==> config.mk <==
export PLATFORM = sky130hd
export DESIGN_NAME = sum_accumulator
export DESIGN_NICKNAME = d
export VERILOG_FILES = /design/src/rtl/sum_accumulator.sv
export SDC_FILE = /design/constraint.sdc
export NUM_CORES = 1
export LEC_CHECK = 0
export CAP_MARGIN = 20
export CORE_ASPECT_RATIO = 0.75
export CORE_MARGIN = 5
export CORE_UTILIZATION = 52
export DETAILED_ROUTE_END_ITERATION = 16
export PLACE_DENSITY_LB_ADDON = 0.3
export RECOVER_POWER = 50
export SYNTH_ARGS = -nofsm -noshare
export SYNTH_HDL_FRONTEND = slang
export SYNTH_SLANG_ARGS = --single-unit
==> constraint.sdc <==
create_clock -name clk -period 5.35 [get_ports clk]
set_input_delay 0.8025 -clock clk [delete_from_list [all_inputs] [get_ports clk]]
set_output_delay 0.8025 -clock clk [all_outputs]
set_load 0.02 [all_outputs]
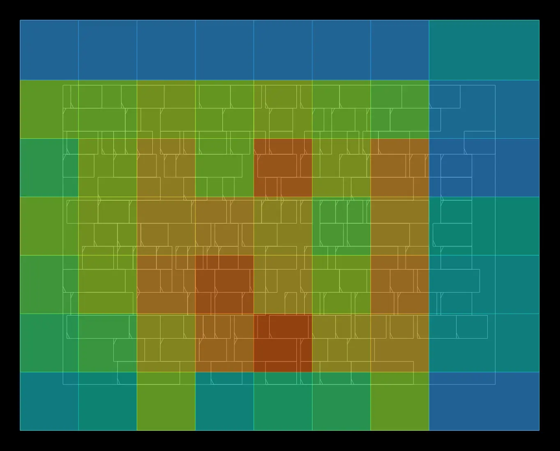
**Above:** run 1 (routing congestion map).
GR Util met1: 0.263
DR WL/cell: 15.7 um
Tot GR Track Use: 0.181
met3 GRT Util: 0.0608

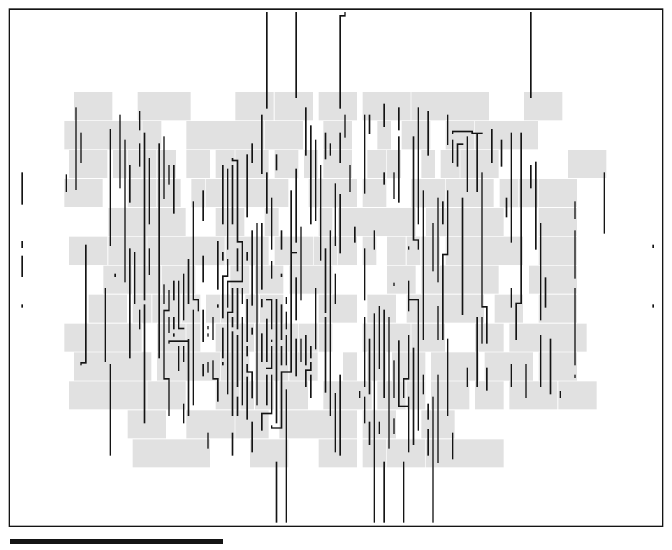
**Above:** run 1 (signal wires on met2).
Bar = 20 um.
The layer holds 44% of the routed length. The longest straight run is 20.1 um. 130 nets have wire on it. The layer carries 1,080 um of wire.
met2 Track Usage GR: 0.262
routed via count: 986

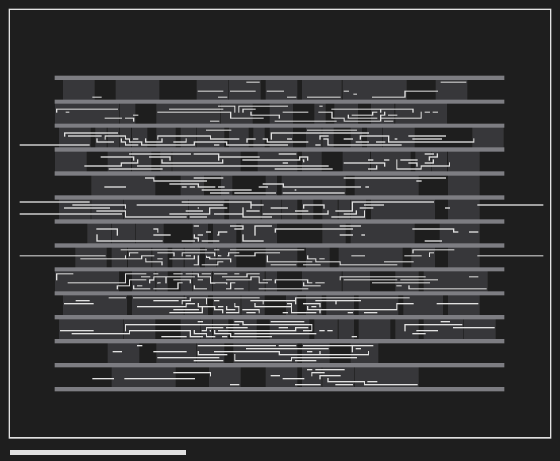
**Above:** run 1 (the metal 1 layer).
Bar = 20 um. Supply wires on this layer in gray.
The layer holds 46% of the routed length. The longest straight run is 21.6 um. The wires run mostly horizontal.
final WL: 2490 um

==> reports/qor.yml, run 1 <==
portBuffers: 24
r2r_setup_slack_ps: 3320
path_max_fanout: 10
yosys-stat-cells: 110
outcome: "completed"
p_seq_frac: 0.501
synth_cell_types: 43
finalClockPeriodUsage: 0.628
antenna_found_initial: 0
yosys_warnings: 0
dieHeight_um: 48.5
viasPerCell: 6.24
setup.worst_path.end_class: "output port"
hold_depth: 2
postRouteAntennaNets: 0
insertedDiodeCount: 0
worstPathArrival_ps: 2560
cts-root-buf: "clkbuf_4"
p_sw_w: 0.0000643
clkPwrFrac: 0.329
skew_ps: 11.6
max_cap_violations: 0
power_density_nw_per_um2: 188
rsz0062_at_grt: "false"
tightest_slew_ps: 810
avgSynthCellArea_um2: 9.34
cts_hold_repair.buffers: 0
final_cell_mix: "16 x dfxtp_1, 14 x dlygate4sd3_1, 10 x clkdlybuf4s50_1"
critPathRequiredTime_ps: 4550
cts.path.max_buffers: 2
path_clk_slew_ps: 90
layout.nets: 155
p_sw_frac: 0.261
start_kind: "input port"
fill_cells: 150
ctsResizeCount: 0
internal-power_w: 0.000182
hpwl_um: 1820
grt.overflow.total: 0
firstDrtPassIters: 4
setup_viol: 0
die_x_um: 61.3
cts_tree: "built"
fin_hold_ws_ps: 451
p_leak_nw: 0.524
logic_area_um2: 676
utilization: 0.726
p_comb_frac: 0.169
clock_latency_ps: 290
netlist_instances: 110
grt_pass1_wl_um: 4220
yosysChipArea_um2: 1030
syn2layout_area_growth_pct: 27.6
pin_count: 25
grt_pass1_vias: 897
remaining_drc_errors: 0
min_period_ps: 3360
numCtsBuffers: 3
drive_gt1_frac: 0.125
slew_headroom: 0.457
r2r_cells: 6
edf_count: 0
ys_seq_elements: 16
floorplan.nets: 128
cts_max_level: 1
postSynth.asyncResetShare: 0
max_freq_mhz: 298
largest_register_ffs: 8
peakVddDrop_v: 0.000209
gp_congestion: 0.782
path_class: "in2out"
hold_violations: 0
cpMaxStageDelayCell: "clkdlybuf4s50_1"
synth_top_flop_cell: "dfxtp_1"
drtIter0Drc: 80
fp_util: 0.569
core_um2: 1810
p_total_w: 0.000246
grt_max_degree: 12
cts.sinks: 16
hp-class: "reg2reg"
syn_area_um2: 1030
flop_area_um2: 320
finalSetupTns_ps: 0
critical_path.cell_chain: "dlygate4sd3_1, nand2b_1, nor2_1, clkdlybuf4s50_1"
dieArea_um2: 2970
warning_count: 27
slew_viol_final: 0
slowest_delay_ps: 630
cts_setup_buffers: 0
lay_top_count: "dfxtp_1"
fp-row-count: 13
postSynthSeqShare: 0.312
[run 1: synthesized netlist by cell type (2+ instances only)]
| library cell | number | area share |
|---|---|---|
| a211oi_2 | 4 | 0.049 |
| a211oi_1 | 4 | 0.029 |
| o21ai_0 | 7 | 0.034 |
| o211ai_1 | 2 | 0.015 |
| ha_1 | 7 | 0.085 |
| dfxtp_1 | 16 | 0.31 |
| nand3_1 | 4 | 0.019 |
| inv_1 | 2 | 0.0073 |
| a22oi_1 | 2 | 0.015 |
| buf_4 | 2 | 0.015 |
| a21o_1 | 2 | 0.015 |
| nor2_1 | 7 | 0.026 |
| nor4_1 | 2 | 0.012 |
| nand2_1 | 9 | 0.033 |
| a21oi_2 | 2 | 0.017 |
| a22o_1 | 3 | 0.026 |
| nand2b_1 | 3 | 0.018 |
| nor3_1 | 2 | 0.0097 |
| o21bai_1 | 2 | 0.015 |
| a21oi_1 | 4 | 0.019 |
| o22ai_1 | 2 | 0.012 |
[run 1: layout make-up]
type | instances | share of cell area
inverter | 3 | 0.00859
tap | 22 | 0.0210
sequential | 16 | 0.244
clock buffer | 4 | 0.0277
multi-input combinational | 89 | 0.515
timing repair buffer | 24 | 0.183
[run 1: kinds of logic after synthesis]
logic type | after synthesis | synth area share
buffers and inverters | 5 | 0.0256
flip-flops | 16 | 0.312
XOR/XNOR | 1 | 0.00853
AND-OR/OR-AND | 44 | 0.359
adder cells (fa/ha/maj) | 8 | 0.105
AND/OR/NAND/NOR | 36 | 0.190
[run 1: stage by stage]
| stage | std cells | worst slack, ps | cell area [um^2] |
|---|---|---|---|
| 2_1_floorplan | 110 | 2990 | 1030 |
| 3_3_place_gp | 154 | 2170 | 1280 |
| 3_5_place_dp | 154 | 2110 | 1280 |
| 4_1_cts | 158 | 2100 | 1320 |
| 5_1_grt | 158 | 1890 | 1310 |
| 6_report | 158 | 1990 | 1310 |
[run 1: power groups by stage]
stage                     Combinational, W  Clock (W)  Sequential (W)
after global routing             0.0000452  0.0000883        0.000124
after detailed placement         0.0000417          0        0.000126
after CTS                        0.0000420  0.0000825        0.000123
final                            0.0000417  0.0000811        0.000123
after global placement           0.0000407          0        0.000126
after floorplan                  0.0000240          0        0.000128
[run 1: worst max-delay path: cells and delay by family]
family	cells	cell delay, ps
and+or+nand+nor	2	580
buffers and inverters	2	1170
[run 1: layer usage]
layer  part of all wire  up-vias  track usage  wire length (um)
met5                  0        -            0                 0
met4             0.0076        0       0.0217                19
met3               0.10        6       0.0608               249
met2               0.44       57        0.262              1080
met1               0.46      443        0.263              1130
li1                   -      480            -                 -
==> run 1 -> run 2 <==
Settings changed: CORE_UTILIZATION 52 to 43.
Clock period 5.35 ns to 3 ns, I/O delays scaled along.
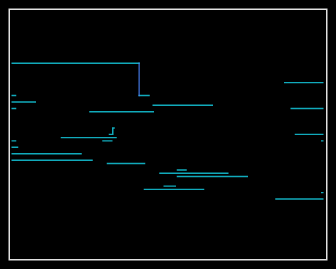
**Above:** run 2 (signal wires by layer).
Two of the layers only.
Cyan is metal 3, wire length 194 um. Blue is metal 4, wire length 6.80 um.
Tot GR Track Use: 0.150
routed via count: 956

==> run 2 against run 1 <==
Sequential cell count stayed put. Critical path depth increased by 3. Setup slack worse by 1300 ps. Non-clock buffer count is 2 higher. Die area up 17%. Register-to-register slack worse by 2300 ps. Final cell count grew 8.9%. Hold slack worse by 2.0 ps. Critical endpoint is now sample_cnt[3]$_SDFFE_PP0P_. Utilization shrank 15 points. Clock skew down 2.0 ps. Wire length down 5.4%. Design area increased by 1.3%.
==> reports/qor.yml, run 2 <==
outcome: "completed"
logic_area_um2: 671
path_clk_slew_ps: 100
syn2layout_area_growth_pct: 29.4
cts_max_level: 1
topCellsByArea: "dfxtp_1 31%, ha_1 8.5%, a211oi_2 4.9%"
simple_gate_share: 0.190
yosysChipArea_um2: 1030
yosys_warnings: 0
power_density_nw_per_um2: 332
hp-class: "reg2reg"
start_kind: "input port"
peakVddDrop_v: 0.000258
cts_hold_repair.buffers: 0
grt_pass1_wl_um: 4050
utilization: 0.580
portBuffers: 24
critPathRequiredTime_ps: 3230
path_max_fanout: 9
edf_count: 0
fin_cells: 172
insertedDiodeCount: 0
max_cap_violations: 0
core_um2: 2290
cts.path.max_buffers: 2
avgSynthCellArea_um2: 9.34
grt_max_degree: 10
lay_top_count: "dfxtp_1"
final_cell_mix: "16 x dfxtp_1, 14 x clkdlybuf4s50_1, 10 x dlygate4sd3_1"
wl_met2_um: 1010
gp_congestion: 0.909
mux_share: 0
xor_share: 0.00853
fp-row-count: 15
slew_viol_final: 0
drive_gt1_frac: 0.116
route.met3.wl_um: 193
synth_top_flop_cell: "dfxtp_1"
layout.nets: 157
r2r_cells: 6
tightest_slew_ps: 758
top_cell_area_share: 0.312
largest_register_ffs: 8
cts.sinks: 16
dieArea_um2: 3480
place_inst: 168
top_layer_used: "met4"
postRouteAntennaNets: 0
slew_headroom: 0.492
warning_count: 27
grt.overflow.total: 0
floorplan.nets: 128
drt_wl_total_um: 2350
place_area_um2: 1310
worstPathArrival_ps: 2570
max_freq_mhz: 427
dieHeight_um: 52.3
setup_viol: 0
hold_depth: 2
ys_seq_elements: 16
synth_adder_area_share: 0.105
cts_tree: "built"
ctsResizeCount: 0
yosys-stat-cells: 110
hold_violations: 0
drtIter0Drc: 48
postSynth.asyncResetShare: 0
clock_latency_ps: 300
pin_count: 25
cts-root-buf: "clkbuf_4"
synth_area_leader_cell: "dfxtp_1"
rsz0062_at_grt: "false"
antenna_found_initial: 0
final_area_um2: 1330
synthTopCellsByCount: "16 x dfxtp_1, 9 x nand2_1, 7 x ha_1, 7 x nor2_1, 7 x o21ai_0"
setup.worst_path.end_class: "flip-flop"
drt-met1-wl_um: 1140
numCtsBuffers: 3
hpwl_um: 1860
finalSetupTns_ps: 0
fin_hold_ws_ps: 449
viasPerCell: 5.56
synth_cell_types: 43
remaining_drc_errors: 0
aoi_share: 0.359
finalClockPeriodUsage: 0.780
routedWlPerCell_um: 13.7
syn_area_um2: 1030
min_period_ps: 2340
netlist_instances: 110
top_logic_kind: "AND-OR/OR-AND gates"
grt_pass1_vias: 894
flop_area_um2: 320
cts_setup_buffers: 0
fill_cells: 215
fp_util: 0.449
firstDrtPassIters: 4
path_class: "in2reg"
r2r_setup_slack_ps: 1030
postSynthSeqShare: 0.312
skew_ps: 9.63
==> run 2: kinds of logic (layout without fill, tap and decap cells) <==
logic type / after synthesis / count (layout)
adder cells (fa/ha/maj): 8 / 8
XOR/XNOR: 1 / 1
flip-flops: 16 / 16
AND/OR/NAND/NOR: 36 / 36
buffers and inverters: 5 / 33
AND-OR/OR-AND: 44 / 44
==> run 2: metrics by stage <==
step | total power, W | setup slack (ps)
floorplan | 0.000271 | 995
global placement | 0.000300 | 524
detailed placement | 0.000302 | 463
CTS | 0.000450 | 750
global route | 0.000464 | 476
finish | 0.000441 | 659
==> run 2: final cells by class <==
| cell class | instances | area share |
|---|---|---|
| repair buffers | 26 | 0.186 |
| multi-input cells | 89 | 0.505 |
| flip-flops and latches | 16 | 0.241 |
| clock buffers | 4 | 0.0273 |
| inverters | 3 | 0.00847 |
| well taps | 34 | 0.0320 |
==> run 2: critical path, stage by stage <==
cell and delay [ps]:
dlygate4sd3_1 540, nand2b_1 80, clkbuf_1 240, nor3_1 520, clkbuf_1 350, a41oi_2 170, a211oi_2 200
==> run 2: per-layer routing <==
metal | up-vias | GRT usage
li1 | 487 | -
met1 | 431 | 0.210
met2 | 36 | 0.229
met3 | 2 | 0.0536
met4 | 0 | 0.0101
met5 | - | 0
==> run 2: power by group <==
part	total [W]	internal [W]	switching (W)
combinational	0.0000739	0.0000348	0.0000391
sequential	0.000220	0.000216	0.00000411
clock	0.000147	0.0000740	0.0000732
total	0.000441	0.000325	0.000116
Power is estimated from default activity; no workload was simulated.
